--- config.mk ---
export PLATFORM = sky130hd
export DESIGN_NAME = raw_stream_tx
export DESIGN_NICKNAME = d
export VERILOG_FILES = /design/src/rtl/raw_stream_tx.sv
export SDC_FILE = /design/constraint.sdc
export NUM_CORES = 1
export LEC_CHECK = 0
export ABC_AREA = 1
export CORE_UTILIZATION = 50
export DETAILED_ROUTE_END_ITERATION = 12
export PLACE_DENSITY = 0.72
export REMOVE_ABC_BUFFERS = 1
export SLEW_MARGIN = 20
export SYNTH_ARGS = -nofsm -noshare
export SYNTH_HDL_FRONTEND = slang
export SYNTH_SLANG_ARGS = --single-unit
--- constraint.sdc ---
create_clock -name clk -period 2.3 [get_ports clk]
set_input_delay 0.345 -clock clk [delete_from_list [all_inputs] [get_ports clk]]
set_output_delay 0.345 -clock clk [all_outputs]
set_load 0.05 [all_outputs]
--- src/rtl/raw_stream_tx.sv ---
// Raw-domain raster transmitter: pulls pixels from a ready/valid source and emits
// a timed stream with programmable horizontal/vertical blanking and sync pulses.
module raw_stream_tx #(
  parameter int IMAGE_WIDTH  = 1920,
  parameter int IMAGE_HEIGHT = 1080,
  parameter int DATA_WIDTH   = 12,
  parameter int ADDR_WIDTH   = 12,
  parameter int HBLANK       = 280,
  parameter int VBLANK       = 45
) (
  input  logic                  clk,
  input  logic                  rst_n,
  input  logic                  en_i,
  input  logic                  clr_err_i,
  input  logic                  in_valid_i,
  input  logic [DATA_WIDTH-1:0] in_pix_i,
  output logic                  in_ready_o,
  output logic [DATA_WIDTH-1:0] pix_o,
  output logic                  valid_o,
  output logic                  line_sync_o,
  output logic                  frame_sync_o,
  output logic                  busy_o,
  output logic                  frame_done_o,
  output logic                  underflow_o,
  output logic [1:0]            dbg_state
);

  // Upstream handshake: a pixel moves when in_valid_i and in_ready_o are both
  // high on a rising edge; in_ready_o depends on state only, never on in_valid_i.
  typedef enum logic [1:0] {
    S_IDLE   = 2'd0,
    S_VBLANK = 2'd1,
    S_ACTIVE = 2'd2,
    S_HBLANK = 2'd3
  } state_t;

  localparam logic [ADDR_WIDTH-1:0] X_LAST  = ADDR_WIDTH'(IMAGE_WIDTH - 1);
  localparam logic [ADDR_WIDTH-1:0] Y_LAST  = ADDR_WIDTH'(IMAGE_HEIGHT - 1);
  localparam logic [ADDR_WIDTH-1:0] HB_LAST = ADDR_WIDTH'(HBLANK - 1);
  localparam logic [ADDR_WIDTH-1:0] VB_LAST = ADDR_WIDTH'(VBLANK - 1);

  state_t                state;
  state_t                state_nxt;
  logic [ADDR_WIDTH-1:0] x;
  logic [ADDR_WIDTH-1:0] y;
  logic [ADDR_WIDTH-1:0] b;
  logic                  accept;
  logic                  line_end;
  logic                  frame_end;
  logic                  starve;

  assign accept    = in_valid_i & in_ready_o;
  assign line_end  = accept & (x == X_LAST);
  assign frame_end = line_end & (y == Y_LAST);
  // Starving at column 0 is a legal line-start slip; only mid-line gaps flag.
  assign starve    = (state == S_ACTIVE) & ~in_valid_i & (x != '0);
  assign dbg_state = state;

  always_ff @(posedge clk or negedge rst_n) begin
    if (!rst_n) state <= S_IDLE;
    else        state <= state_nxt;
  end

  always_comb begin
    state_nxt = state;
    case (state)
      S_IDLE:   if (en_i) state_nxt = S_VBLANK;
      S_VBLANK: if (b == VB_LAST) state_nxt = S_ACTIVE;
      S_ACTIVE: begin
        if (frame_end)     state_nxt = en_i ? S_VBLANK : S_IDLE;
        else if (line_end) state_nxt = S_HBLANK;
      end
      S_HBLANK: if (b == HB_LAST) state_nxt = S_ACTIVE;
      default:  state_nxt = S_IDLE;
    endcase
  end

  always_comb begin
    in_ready_o = (state == S_ACTIVE);
    busy_o     = (state != S_IDLE);
  end

  always_ff @(posedge clk or negedge rst_n) begin
    if (!rst_n) begin
      x <= '0;
      y <= '0;
      b <= '0;
    end else begin
      case (state)
        S_IDLE: begin
          if (en_i) begin
            x <= '0;
            y <= '0;
            b <= '0;
          end
        end
        S_VBLANK, S_HBLANK: b <= b + 1'b1;
        S_ACTIVE: begin
          if (accept) begin
            if (line_end) begin
              x <= '0;
              b <= '0;
              y <= (y == Y_LAST) ? '0 : y + 1'b1;
            end else begin
              x <= x + 1'b1;
            end
          end
        end
        default: b <= '0;
      endcase
    end
  end

  always_ff @(posedge clk or negedge rst_n) begin
    if (!rst_n) begin
      pix_o        <= '0;
      valid_o      <= 1'b0;
      line_sync_o  <= 1'b0;
      frame_sync_o <= 1'b0;
      frame_done_o <= 1'b0;
    end else begin
      valid_o      <= accept;
      line_sync_o  <= accept & (x == '0);
      frame_sync_o <= accept & (x == '0) & (y == '0);
      frame_done_o <= frame_end;
      if (accept) pix_o <= in_pix_i;
    end
  end

  // A new starvation event wins over a simultaneous clear.
  always_ff @(posedge clk or negedge rst_n) begin
    if (!rst_n)         underflow_o <= 1'b0;
    else if (starve)    underflow_o <= 1'b1;
    else if (clr_err_i) underflow_o <= 1'b0;
  end

endmodule
### Sequential cells coloured by netlist name, run 1

Drawn at 6 px/um. Other sequential cells in the stronger grey, the rest of the logic in the fainter grey.
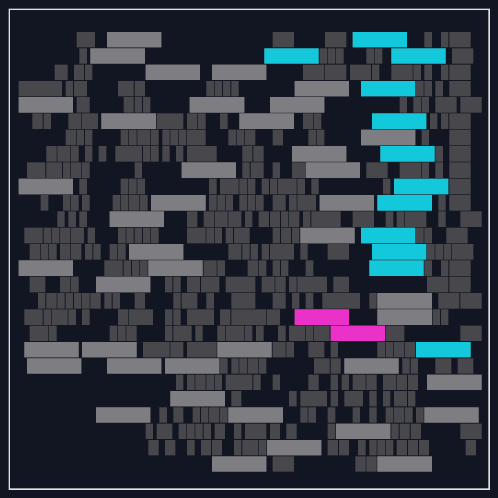
colour	netlist name	placed flops
magenta	dbg_state	2
cyan	pix_o	12

### Logic cells by family, run 1

Drawn at 6 px/um.
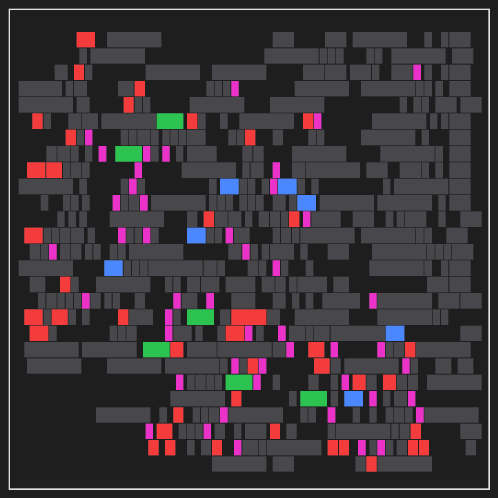
colour	family	cells	most used
magenta	inverters	47	inv_1
blue	XOR/XNOR gates	7	xor2_1
green	adder and majority cells	6	ha_1
red	inverting AOI/OAI gates	41	o21ai_0
highest-count logic cell in the final layout: nand2_1
combinational share of cell area: 39.4%
number of standard cells in the final layout excluding fillers: 514

### M2 wires, run 1

Drawn at 3 px/um. Cells faint in the background.
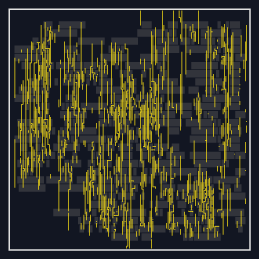
nets with wire on the layer	355
main direction	vertical
share of all routed wire	47%
wire length on this layer	3070 um
Global Route met2 Usage: 38.6%
detailed-route via count: 2686
drt total wl: 6.58 mm

==> notes.md, run 1 <==
Physical implementation status

In the layout the commonest cells are nand2_1 (123), dfrtp_1 (55), nor2_1 (47). The setup path with the least slack is of type reg -> out. TritonRoute reported its final design rule violation total as 0.

Global route summary, busiest routing layer listed as met2. The run finished with clean final reports. Pin placement for this block handled 38 I/O pins. Global routing consumed, on the met3 layer, 4.34% of the routing resources.

Among all flip-flop cells after synthesis, the most frequent one is dfrtp_1. The first global-routing pass estimated 11.2 mm of wire. STA lists the startpoint of the worst register-to-register path as dbg_state[0]. The power per cell area stands at 1150 mW/mm^2. Per STA, the highest per-stage delay on the worst path measures 0.89 ns. Multiplexer cells account for 0% of the synthesized area. Looking at the critical path, the single cell with the biggest stage delay is clkdlybuf4s50_1.

The share of async-settable or async-resettable flops after synthesis stands at 100%. By instance count, the leading cell after synthesis is nand2_1. Summing the areas of all fa, ha and maj instances in the mapped netlist gives 2.48% of the synthesized area.

The instance count of the mapped netlist stands at 397. The sequential cell area fraction in the yosys report stands at 45.5%. The violation tally from detailed-route iteration zero stands at 129. The worst voltage drop across the vdd grid stands at 0.671 mV. The most critical min-delay path falls under in -> async. The final critical delay including setup and external delays stands at 2.17 ns. After clock tree synthesis, the repair step resized 0 gates. The cell count listed in synth_stat.txt stands at 397.

STA classifies the critical path endpoint as an output port. For this configuration, the core starts out at a cell density of 53.2%. The highest layer touched by signal routing is met4. Per STA, the startpoint of the critical path is dbg_state[0]. The period utilization stands at 94.2%. In the detailed route, the total length drawn on met2 is 3.07 mm. The number of global-route vias before repair stands at 2546. The post-route setup TNS stands at 0 ns. The post-synth tally of flip-flops with integrated enable stands at 0. The layout report lists the multi-input gate area as 0.00141 mm^2. The total tool warning count stands at 28.

Counting distinct cell types in the post-synthesis netlist gives 36. STA puts the critical path data arrival time at 1.82 ns. The xor and xnor area share after synthesis stands at 2.03%.

Per STA, the worst path accumulates the most delay in the family buffers and inverters. The timing report gives the clock slew at the launch and capture registers of the worst setup and hold paths as 0.10 ns. Per the layout area report, the register area comes to 0.00138 mm^2. The number of cell instances on the worst register-to-register path stands at 7. The biggest area contributor in the post-synthesis netlist is dfrtp_1. For reference, the placement row count at floorplan is 27. The placer congestion estimate stands at 0.865. The global router's overall resource usage stands at 22.7%. The met1 layer usage reported by global route stands at 29.1%. The number of buffers and inverters on the critical path stands at 1.
run 1: metrics by stage:
stage          worst slack, ns  total power [mW]  std cells  cell area [um^2]  hold WS (ns)
3_5_place_dp             0.318              3.59        505              3480         0.166
3_3_place_gp             0.349              3.55        505              3480         0.169
4_1_cts                  0.134              4.15        514              3580         0.355
2_1_floorplan            0.205              2.94        389              2960        0.0494
5_1_grt                 0.0766              4.47        514              3580         0.375
6_report                 0.133              4.12        514              3580         0.358
run 1: report_power, final:
group / internal (mW) / switching [mW]
sequential: 1.28 / 0.352
clock: 0.219 / 0.333
combinational: 0.698 / 1.24
run 1: area by class of cell:
class,instances,area share (%)
Multi-Input combinational cell,287,39.4
Sequential cell,55,38.4
Timing Repair Buffer,45,12.2
Inverter,47,4.92
Tap cell,72,2.51
Clock buffer,5,1.92
Clock inverter,3,0.699
--- run 2 (diff from run 1) ---
- GPL_ROUTABILITY_DRIVEN: not set -> 1
- SLEW_MARGIN: 20 -> 30
### Routing congestion map, run 2

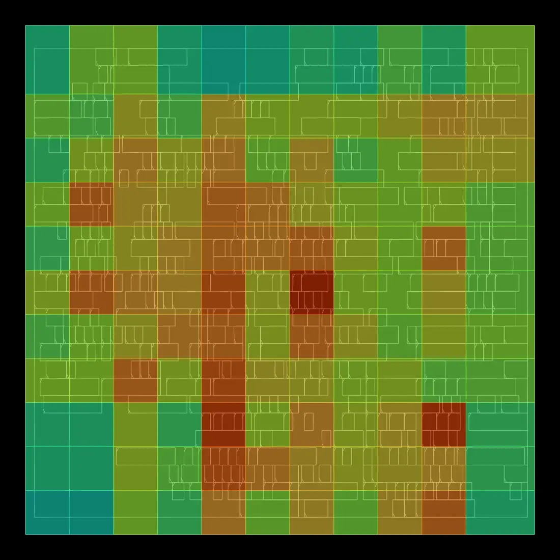
met3 usage: 4.34%
total track usage: 22.7%
utilization after layout: 63.1%
per-cell routed wire length: 12.8 um

### Zoomed window, run 2

Region (20, 36) to (60, 76) um. Cells in grey, sequential cells in the stronger grey; small squares are vias.
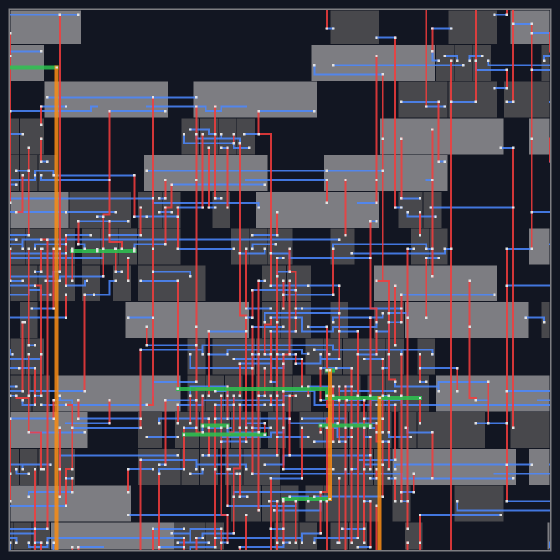
colour	layer
green	met3
orange	met4
blue	met1
red	met2
most frequent	nand2_1 (32), nor2_1 (22), dfrtp_1 (17)
netlist names of flops here include	x (9), y (4)
sequential cells in the window	17
cells with their middle in the window	125

==> notes.md, run 2 <==
Physical implementation status

The global-route wire length before repair came to 11.2 mm (unchanged). The signal arrival time at the worst endpoint was 1.82 ns (about the same). The share of power burned in combinational logic was 47.0% (about the same). The fraction of area in multi-input gates stands at 39.4% (unchanged).

The clock buffer instance count of the final layout stands at 5 (unchanged). In this run the critical register-to-register path is launched from dbg_state[0]. The pre-CTS worst setup slack was 0.318 ns (unchanged). The post-detailed-routing wire length is 6.58 mm (unchanged). The met2 routed wirelength stands at 3.07 mm (unchanged).

The final-layout clock-cell area share came to 2.62% (unchanged). Looking at the area split, the leading class of cells is combinational gates. The number of placement rows stands at 27 (unchanged). The layout multi-input combinational cell count was 287 (unchanged). The synthesis stats list as the most numerous cell nand2_1. The biggest slice of the total power is consumed by combinational cells. Note that the worst hold path type here is in -> async. The sequential-cell power consumption came to 1.63 mW (about the same).

The biggest cell delay along the critical path stands at 0.89 ns (about the same). The number of signal-net inverters in the final layout is 47 (unchanged). The met1 layer usage reported by global route stands at 29.1% (unchanged).

The share of async-settable or async-resettable flops after synthesis came to 100% (unchanged). The top-level I/O count is 38 (unchanged). The number of global-route vias before repair was 2546 (unchanged). The cell count listed in synth_stat.txt was 397 (unchanged). The period utilization stands at 94.2% (unchanged).

The number of buffers and inverters on the critical path was 1 (unchanged). The detailed-route DRC error count is 0 (unchanged). The sequential fraction of design power was 39.6% (about the same).

In this run the most used layer during global routing was met2. The power drawn by the clock network stands at 0.552 mW (about the same). The run finished with clean final reports.
-- run 2: cell counts after synthesis --
No cell type changed its count.
-- run 2: stage by stage --
stage                     std cells  hold WS, ns  power [mW]  instance area (um^2)
final                           514        0.358        4.12                  3580
after global routing            514        0.375        4.47                  3580
after CTS                       514        0.355        4.15                  3580
after detailed placement        505        0.166        3.59                  3480
after global placement          505        0.169        3.55                  3480
after floorplan                 389       0.0494        2.94                  2960
-- run 2: cell families after synthesis --
group / Yosys count
compound gates: 43
xor+xnor: 7
fa+ha+maj: 6
buf+inv: 55
flops: 55
simple gates: 231
Power is estimated from default activity; no workload was simulated.
